`src/rtl/slt_arb_pkg.sv`:
```
// Shared types and the round-robin search used by the slt_arbiter block.
package slt_arb_pkg;

   typedef enum logic [1:0] {
      IDLE = 2'd0,
      CMP  = 2'd1,
      RESP = 2'd2
   } arb_state_t;

   // Upper bound on requester count; callers pad their valid vector to this.
   localparam int unsigned MAX_R = 64;

   // First set bit of valid at or above ptr, wrapping modulo r.
   function automatic void next_grant(
      input  logic [MAX_R-1:0] valid,
      input  int unsigned      ptr,
      input  int unsigned      r,
      output int unsigned      idx,
      output logic             found
   );
      int unsigned j;
      idx   = 0;
      found = 1'b0;
      for (int unsigned k = 0; k < MAX_R; k++) begin
         if (k < r) begin
            j = ptr + k;
            if (j >= r) j = j - r;
            if (!found && valid[j]) begin
               idx   = j;
               found = 1'b1;
            end
         end
      end
   endfunction

endpackage

```
`src/rtl/adder_n.sv`:
```
// Plain N-bit adder with carry-in; the shared compare datapath is built on it.
module adder_n #(
   parameter int N = 32
) (
   input  logic [N-1:0] a,
   input  logic [N-1:0] b,
   input  logic         c_in,
   output logic [N-1:0] sum
);

   assign sum = a + b + N'(c_in);

endmodule

```
`src/rtl/slt_core.sv`:
```
// Combinational signed less-than: a - b computed as a + ~b + 1 on one adder.
module slt_core #(
   parameter int N = 32
) (
   input  logic [N-1:0] a,
   input  logic [N-1:0] b,
   output logic         lt,
   output logic         over
);

   logic [N-1:0] diff;
   logic [N-1:0] b_inv;

   assign b_inv = ~b;

   adder_n #(.N(N)) u_add (
      .a    (a),
      .b    (b_inv),
      .c_in (1'b1),
      .sum  (diff)
   );

   // Overflow only when operand signs differ and the result sign leaves a's.
   assign over = (a[N-1] != b[N-1]) & (diff[N-1] != a[N-1]);
   assign lt   = diff[N-1] ^ over;

endmodule

```
`src/rtl/slt_arbiter.sv`:
```
// Round-robin arbiter sharing one signed compare among R requesters.
// Handshake: a transfer happens on an edge where valid and ready are both 1.
module slt_arbiter
   import slt_arb_pkg::*;
#(
   parameter int N    = 32,
   parameter int R    = 4,
   parameter int ID_W = $clog2(R)
) (
   input  logic            clk,
   input  logic            rst_n,
   input  logic [R-1:0]    req_valid,
   output logic [R-1:0]    req_ready,
   input  logic [R*N-1:0]  req_a,
   input  logic [R*N-1:0]  req_b,
   output logic            resp_valid,
   input  logic            resp_ready,
   output logic [ID_W-1:0] resp_id,
   output logic            resp_lt,
   output logic            resp_over
);

   arb_state_t      state;
   arb_state_t      state_nxt;
   logic [ID_W-1:0] ptr;
   logic [ID_W-1:0] grant;
   logic [N-1:0]    op_a;
   logic [N-1:0]    op_b;

   logic [MAX_R-1:0] valid_pad;
   int unsigned      pick_idx;
   logic             pick_found;
   logic [ID_W-1:0]  pick;
   logic             core_lt;
   logic             core_over;

   slt_core #(.N(N)) u_core (
      .a    (op_a),
      .b    (op_b),
      .lt   (core_lt),
      .over (core_over)
   );

   always_comb begin
      valid_pad          = '0;
      valid_pad[R-1:0]   = req_valid;
      pick_idx           = 0;
      pick_found         = 1'b0;
      next_grant(valid_pad, 32'(ptr), R, pick_idx, pick_found);
      pick               = ID_W'(pick_idx);
   end

   always_comb begin
      state_nxt = state;
      req_ready = '0;
      case (state)
         IDLE: begin
            if (pick_found) begin
               req_ready[pick] = 1'b1;
               state_nxt       = CMP;
            end
         end
         CMP:     state_nxt = RESP;
         RESP:    if (resp_ready) state_nxt = IDLE;
         default: state_nxt = IDLE;
      endcase
      // Grants must vanish the instant reset asserts, not at the next edge.
      if (!rst_n) req_ready = '0;
   end

   assign resp_valid = (state == RESP);

   always_ff @(posedge clk or negedge rst_n) begin
      if (!rst_n) begin
         state     <= IDLE;
         ptr       <= '0;
         grant     <= '0;
         op_a      <= '0;
         op_b      <= '0;
         resp_id   <= '0;
         resp_lt   <= 1'b0;
         resp_over <= 1'b0;
      end else begin
         state <= state_nxt;
         case (state)
            IDLE: begin
               if (pick_found) begin
                  grant <= pick;
                  op_a  <= req_a[int'(pick)*N +: N];
                  op_b  <= req_b[int'(pick)*N +: N];
               end
            end
            CMP: begin
               resp_id   <= grant;
               resp_lt   <= core_lt;
               resp_over <= core_over;
            end
            RESP: begin
               // The requester just served becomes lowest priority next time.
               if (resp_ready)
                  ptr <= (grant == ID_W'(R-1)) ? '0 : grant + 1'b1;
            end
            default: ;
         endcase
      end
   end

endmodule

```
`config.mk`:
```
export PLATFORM = sky130hd
export DESIGN_NAME = slt_arbiter
export DESIGN_NICKNAME = d
export VERILOG_FILES = /design/src/rtl/slt_arb_pkg.sv /design/src/rtl/adder_n.sv /design/src/rtl/slt_core.sv /design/src/rtl/slt_arbiter.sv
export SDC_FILE = /design/constraint.sdc
export NUM_CORES = 1
export LEC_CHECK = 0
export CAP_MARGIN = 20
export CORE_MARGIN = 2
export CORE_UTILIZATION = 42
export DETAILED_ROUTE_END_ITERATION = 10
export GPL_TIMING_DRIVEN = 0
export PLACE_DENSITY = 0.82
export SLEW_MARGIN = 0
export SYNTH_ARGS = -nofsm -noshare
export SYNTH_HDL_FRONTEND = slang
export SYNTH_SLANG_ARGS = --single-unit
```
`constraint.sdc`:
```
create_clock -name clk -period 4.8 [get_ports clk]
set_clock_uncertainty 0.15 [all_clocks]
set_input_delay 1.2 -clock clk [delete_from_list [all_inputs] [get_ports clk]]
set_output_delay 1.2 -clock clk [all_outputs]
set_load 0.1 [all_outputs]
```
==> results.sh, run 1 <==
# implementation run metrics
export IMPL_overflow=0
export IMPL_status="completed"
export IMPL_crit_arrival_ps=3400
export IMPL_worst_path_stages=8
export IMPL_reg2reg_from="ptr[0]$_DFFE_PN0P_"
export IMPL_synth_area_mux_share_pct=24.5
export IMPL_reg2reg_to="op_b[22]$_DFFE_PN0P_"
export IMPL_post_cts_buffers=3
export IMPL_grt_pass1_vias=5857
export IMPL_dieWidth_um=121
export IMPL_syn_cell_area_um2=5750
export IMPL_seq_power_share_pct=17.4
export IMPL_yosys_area_share_simple_pct=8.44
export IMPL_edf_count=0
export IMPL_crit_path_start="req_valid[3]"
export IMPL_path_cells="dlygate4sd2_1, mux2_2, o2bb2ai_2, or4b_4, or2_4, o21ai_4, nor3b_4, buf_12"
export IMPL_ys_seq_elements=74
export IMPL_nets=1125
export IMPL_drtIter0Drc=259
export IMPL_utilization_pct=68.8
export IMPL_gp_congestion=0.929
export IMPL_crit_buf_inv=2
export IMPL_vias_per_cell=5.46
export IMPL_grt_pass1_wl_mm=29.6
export IMPL_clock_latency_ps=330
export IMPL_port_buffers=271
export IMPL_cp_slowest_cell="or4b_4"
export IMPL_power_leader="combinational logic"
export IMPL_worstHoldEndpoint="resp_id[0]$_DFFE_PN0N_"
export IMPL_num_fill_cells=1044
## run 1: area by class of cell
class | instances | area [um^2] | area share [%]
tap | 176 | 220 | 2.41
timing repair buffer | 276 | 2780 | 30.4
sequential | 74 | 1850 | 20.2
clock buffer | 15 | 288 | 3.15
inverter | 38 | 143 | 1.56
clock inverter | 1 | 30.0 | 0.328
multi-input combinational | 389 | 3600 | 39.4
buffer | 37 | 235 | 2.57
## run 1: cells in the mapped netlist (6+ instances only)
master    instances
nor2_1           70
mux2i_1         132
a221oi_2         49
buf_2            20
dfrtp_1          74
inv_1            38
a21o_1            8
o21ai_0           9
a21oi_1           7
nand2_1           9
buf_6             6
a221oi_1         15
clkbuf_1          9
ha_1             36
## run 1: tightest hold or removal path: stages, from the launching register on
cell,delay [ps]
dfrtp_1,340
nand2_1,50
o21ai_0,60
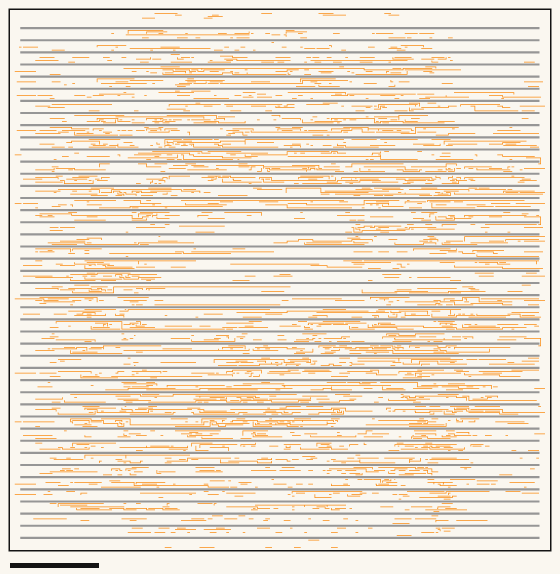
**Above:** run 1 (metal 1).
The bar under the picture is 20 um long. Supply wires on this layer in gray.
nets with wire on the layer: 1005
wire length on this layer: 7450 um
share of all routed wire: 39%
longest straight run: 53.8 um

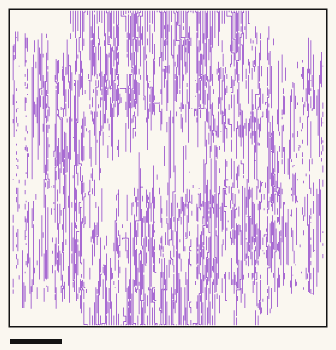
**Above:** run 1 (M2 wires).
The bar under the picture is 20 um long.
wire length on this layer: 9930 um
share of all routed wire: 52%
longest straight run: 71.1 um
nets with wire on the layer: 994
main direction: vertical

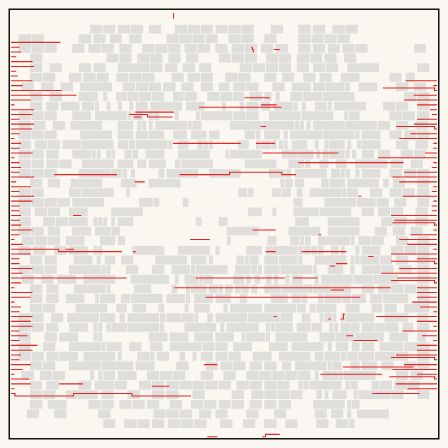
**Above:** run 1 (metal 3).
main direction: horizontal
share of all routed wire: 6.9%
wire length on this layer: 1310 um
nets with wire on the layer: 168

**Run 1: the metal 4 layer**

The bar under the picture is 20 um long. Supply wires on this layer in gray.
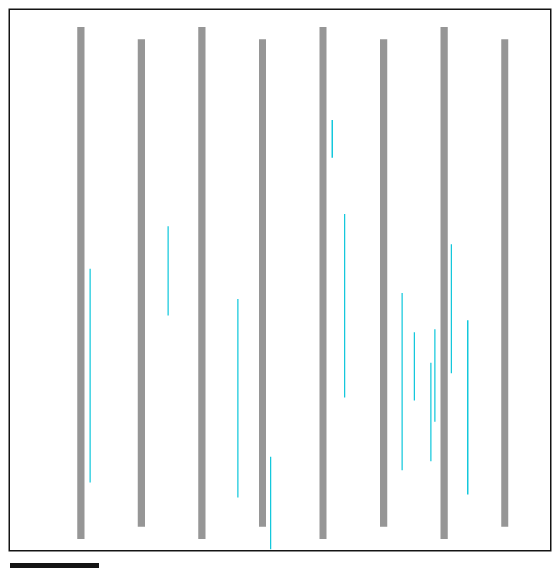

==> run 1 -> run 2 <==
--- a/config.mk
+++ b/config.mk
@@ -11,6 +11,7 @@
 export DETAILED_ROUTE_END_ITERATION = 10
 export GPL_TIMING_DRIVEN = 0
 export PLACE_DENSITY = 0.82
+export SETUP_SLACK_MARGIN = 0.5
 export SLEW_MARGIN = 0
 export SYNTH_ARGS = -nofsm -noshare
 export SYNTH_HDL_FRONTEND = slang
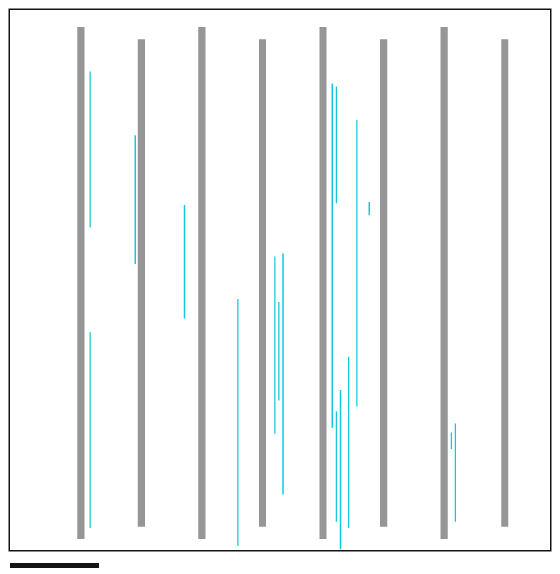
**Above:** run 2 (the metal 4 layer).
The bar under the picture is 20 um long. Supply wires on this layer in gray.
wire length on this layer: 594 um
share of all routed wire: 3.1%
main direction: vertical
longest straight run: 76.8 um

==> results.sh, run 2 <==
# implementation run metrics
export IMPL_drtIter0Drc=251
export IMPL_mostFrequentLayoutCell="clkdlybuf4s50_1"
export IMPL_routed_wl_mm=19.4
export IMPL_dieWidth_um=121
export IMPL_nets=1130
export IMPL_port_buffers=271
export IMPL_clock_latency_ps=330
export IMPL_overflow=0
export IMPL_syn_cell_area_um2=5750
export IMPL_drt_met1_wl_mm=7.72
export IMPL_ys_seq_elements=74
export IMPL_initCoreUtil_pct=43.3
export IMPL_crit_buf_inv=4
export IMPL_drive_above_1_share_pct=16.0
export IMPL_path_cells="buf_8, mux4_2, or4b_4, o21a_1, buf_6, clkbuf_16, nand2_8, and3b_2, buf_12"
export IMPL_gp_congestion=0.861
export IMPL_crit_arrival_ps=3280
export IMPL_cp_slowest_cell="or4b_4"
export IMPL_fin_area_um2=9280
export IMPL_grt_antenna_before_repair=0
export IMPL_common_cells="mux2i_1 (132), dfrtp_1 (74), nor2_1 (70)"
export IMPL_status="completed"
export IMPL_grt_pass1_wl_mm=29.7
export IMPL_warnings=33
export IMPL_grt_pass1_vias=5953
export IMPL_worst_path_stages=9
export IMPL_edf_count=0
export IMPL_crit_path_start="req_valid[3]"
export IMPL_yosysMostFrequentCell="mux2i_1"
export IMPL_rsz0062_at_grt="yes"
export IMPL_vias_per_cell=5.44
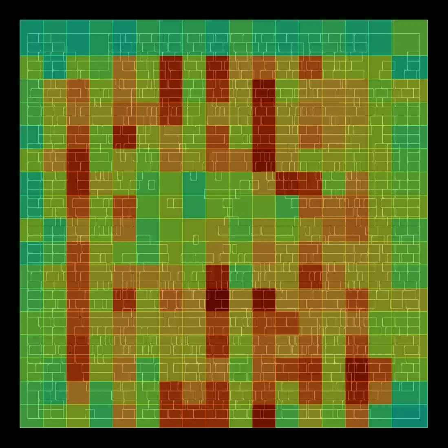
**Above:** run 2 (routing congestion map).
met3 usage in global routing: 4.61%
final core area utilization: 69.8%
met2 Resource Use GR: 47.3%

==> run 2: cell counts after synthesis <==
Identical to the previous run, type by type.
==> run 2: area by class of cell <==
class	count	area (um^2)
fillers	957	4010
multi-input cells	389	3620
repair buffers	279	2850
flip-flops and latches	74	1850
plain buffers	39	275
clock buffers	11	243
well taps	176	220
inverters	38	143
clock inverters	5	77.6
==> run 2: cell families (layout without fill, tap and decap cells) <==
kind of cell,count (synthesis),count (layout),share of synthesized area (%)
multiplexers,138,138,24.5
AND-OR/OR-AND,107,107,20.1
AND/OR/NAND/NOR,107,107,8.44
buffers and inverters,77,372,6.51
flip-flops,74,74,32.2
adder cells (fa/ha/maj),37,37,8.18
==> run 2: report_power, final <==
part	internal, uW	total [uW]	switching (uW)
combinational	2280	5070	2790
clock	467	722	254
sequential	971	1180	210
**Run 2: M2 wires**

The bar under the picture is 20 um long.
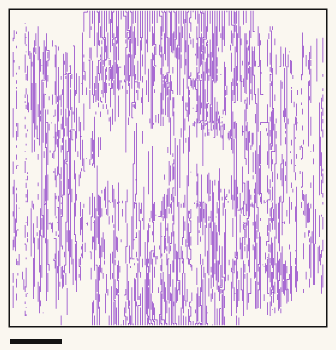

==> run 2 -> run 3 <==
--- a/config.mk
+++ b/config.mk
@@ -5,9 +5,10 @@
 export SDC_FILE = /design/constraint.sdc
 export NUM_CORES = 1
 export LEC_CHECK = 0
+export ABC_AREA = 1
 export CAP_MARGIN = 20
 export CORE_MARGIN = 2
-export CORE_UTILIZATION = 42
+export CORE_UTILIZATION = 44
 export DETAILED_ROUTE_END_ITERATION = 10
 export GPL_TIMING_DRIVEN = 0
 export PLACE_DENSITY = 0.82
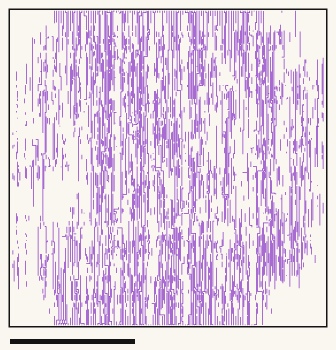
**Above:** run 3 (M2 wires).
The bar under the picture is 50 um long.
main direction: vertical
wire length on this layer: 11500 um
longest straight run: 55.4 um
nets with wire on the layer: 1298

==> results.sh, run 3 <==
# implementation run metrics
export IMPL_status="completed"
export IMPL_warnings=32
export IMPL_combPwrFrac_pct=79.2
export IMPL_port_buffers=271
export IMPL_internal_power_uw=4160
export IMPL_gp_congestion=0.873
export IMPL_ys_sh_adder_pct=7.13
export IMPL_pg_seq_uw=1230
export IMPL_vias_per_cell=4.97
export IMPL_mostFrequentLayoutCell="nand2_1"
export IMPL_rsz0062_at_grt="yes"
export IMPL_switchingPower_uw=5070
export IMPL_yosys_area_share_simple_pct=43.1
export IMPL_yosysMostFrequentCell="nand2_1"
export IMPL_synth_area_mux_share_pct=0
export IMPL_ys_seq_elements=74
export IMPL_initCoreUtil_pct=45.2
export IMPL_worst_path_stages=16
export IMPL_crit_buf_inv=7
export IMPL_power_leader="combinational logic"
export IMPL_comb_power_uw=7310
export IMPL_overflow=0
export IMPL_path_cells="buf_6, inv_4, nand2_4, nand3_2, nand2_2, clkinv_4, nand2_4, nand2_2, nand2_1, nand3_1, nand2_2, inv_2, buf_8, buf_12, nor4_4, buf_6"
export IMPL_num_fill_cells=1263
export IMPL_grt_antenna_before_repair=0
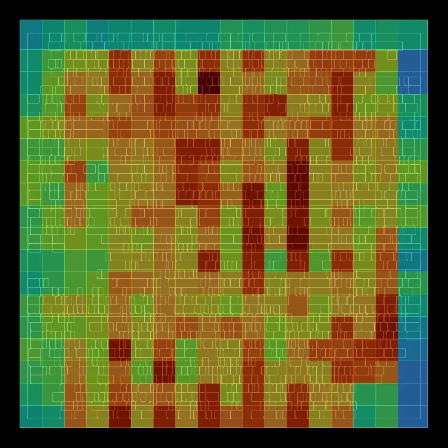
**Above:** run 3 (routing congestion map).
final core area utilization: 70.6%
Top Usage Layer GRT: met2
total track usage: 28.6%
Routed WL per cell: 14.8 um
met1 usage: 36.1%

## run 3: logic make-up (layout without fill, tap and decap cells)
family,count (synthesis),in the layout
buffers and inverters,277,583
AND-OR/OR-AND,47,47
adder cells (fa/ha/maj),37,37
AND/OR/NAND/NOR,640,640
flip-flops,74,74
## run 3: layout make-up
type                       count  area (um^2)  area share (%)
multi-input combinational    724         3810            37.0
timing repair buffer         290         2900            28.1
sequential                    74         1850            18.0
inverter                     222          851            8.26
buffer                        55          353            3.43
tap                          184          230            2.24
clock buffer                   9          225            2.19
clock inverter                 7         76.3           0.741
## run 3: per-layer routing
| layer | GRT usage, % | up-vias |
|---|---|---|
| met2 | 50.0 | 269 |
| met5 | 0 | - |
| met4 | 10.5 | 0 |
| li1 | - | 3909 |
| met3 | 3.75 | 74 |
| met1 | 36.1 | 3525 |
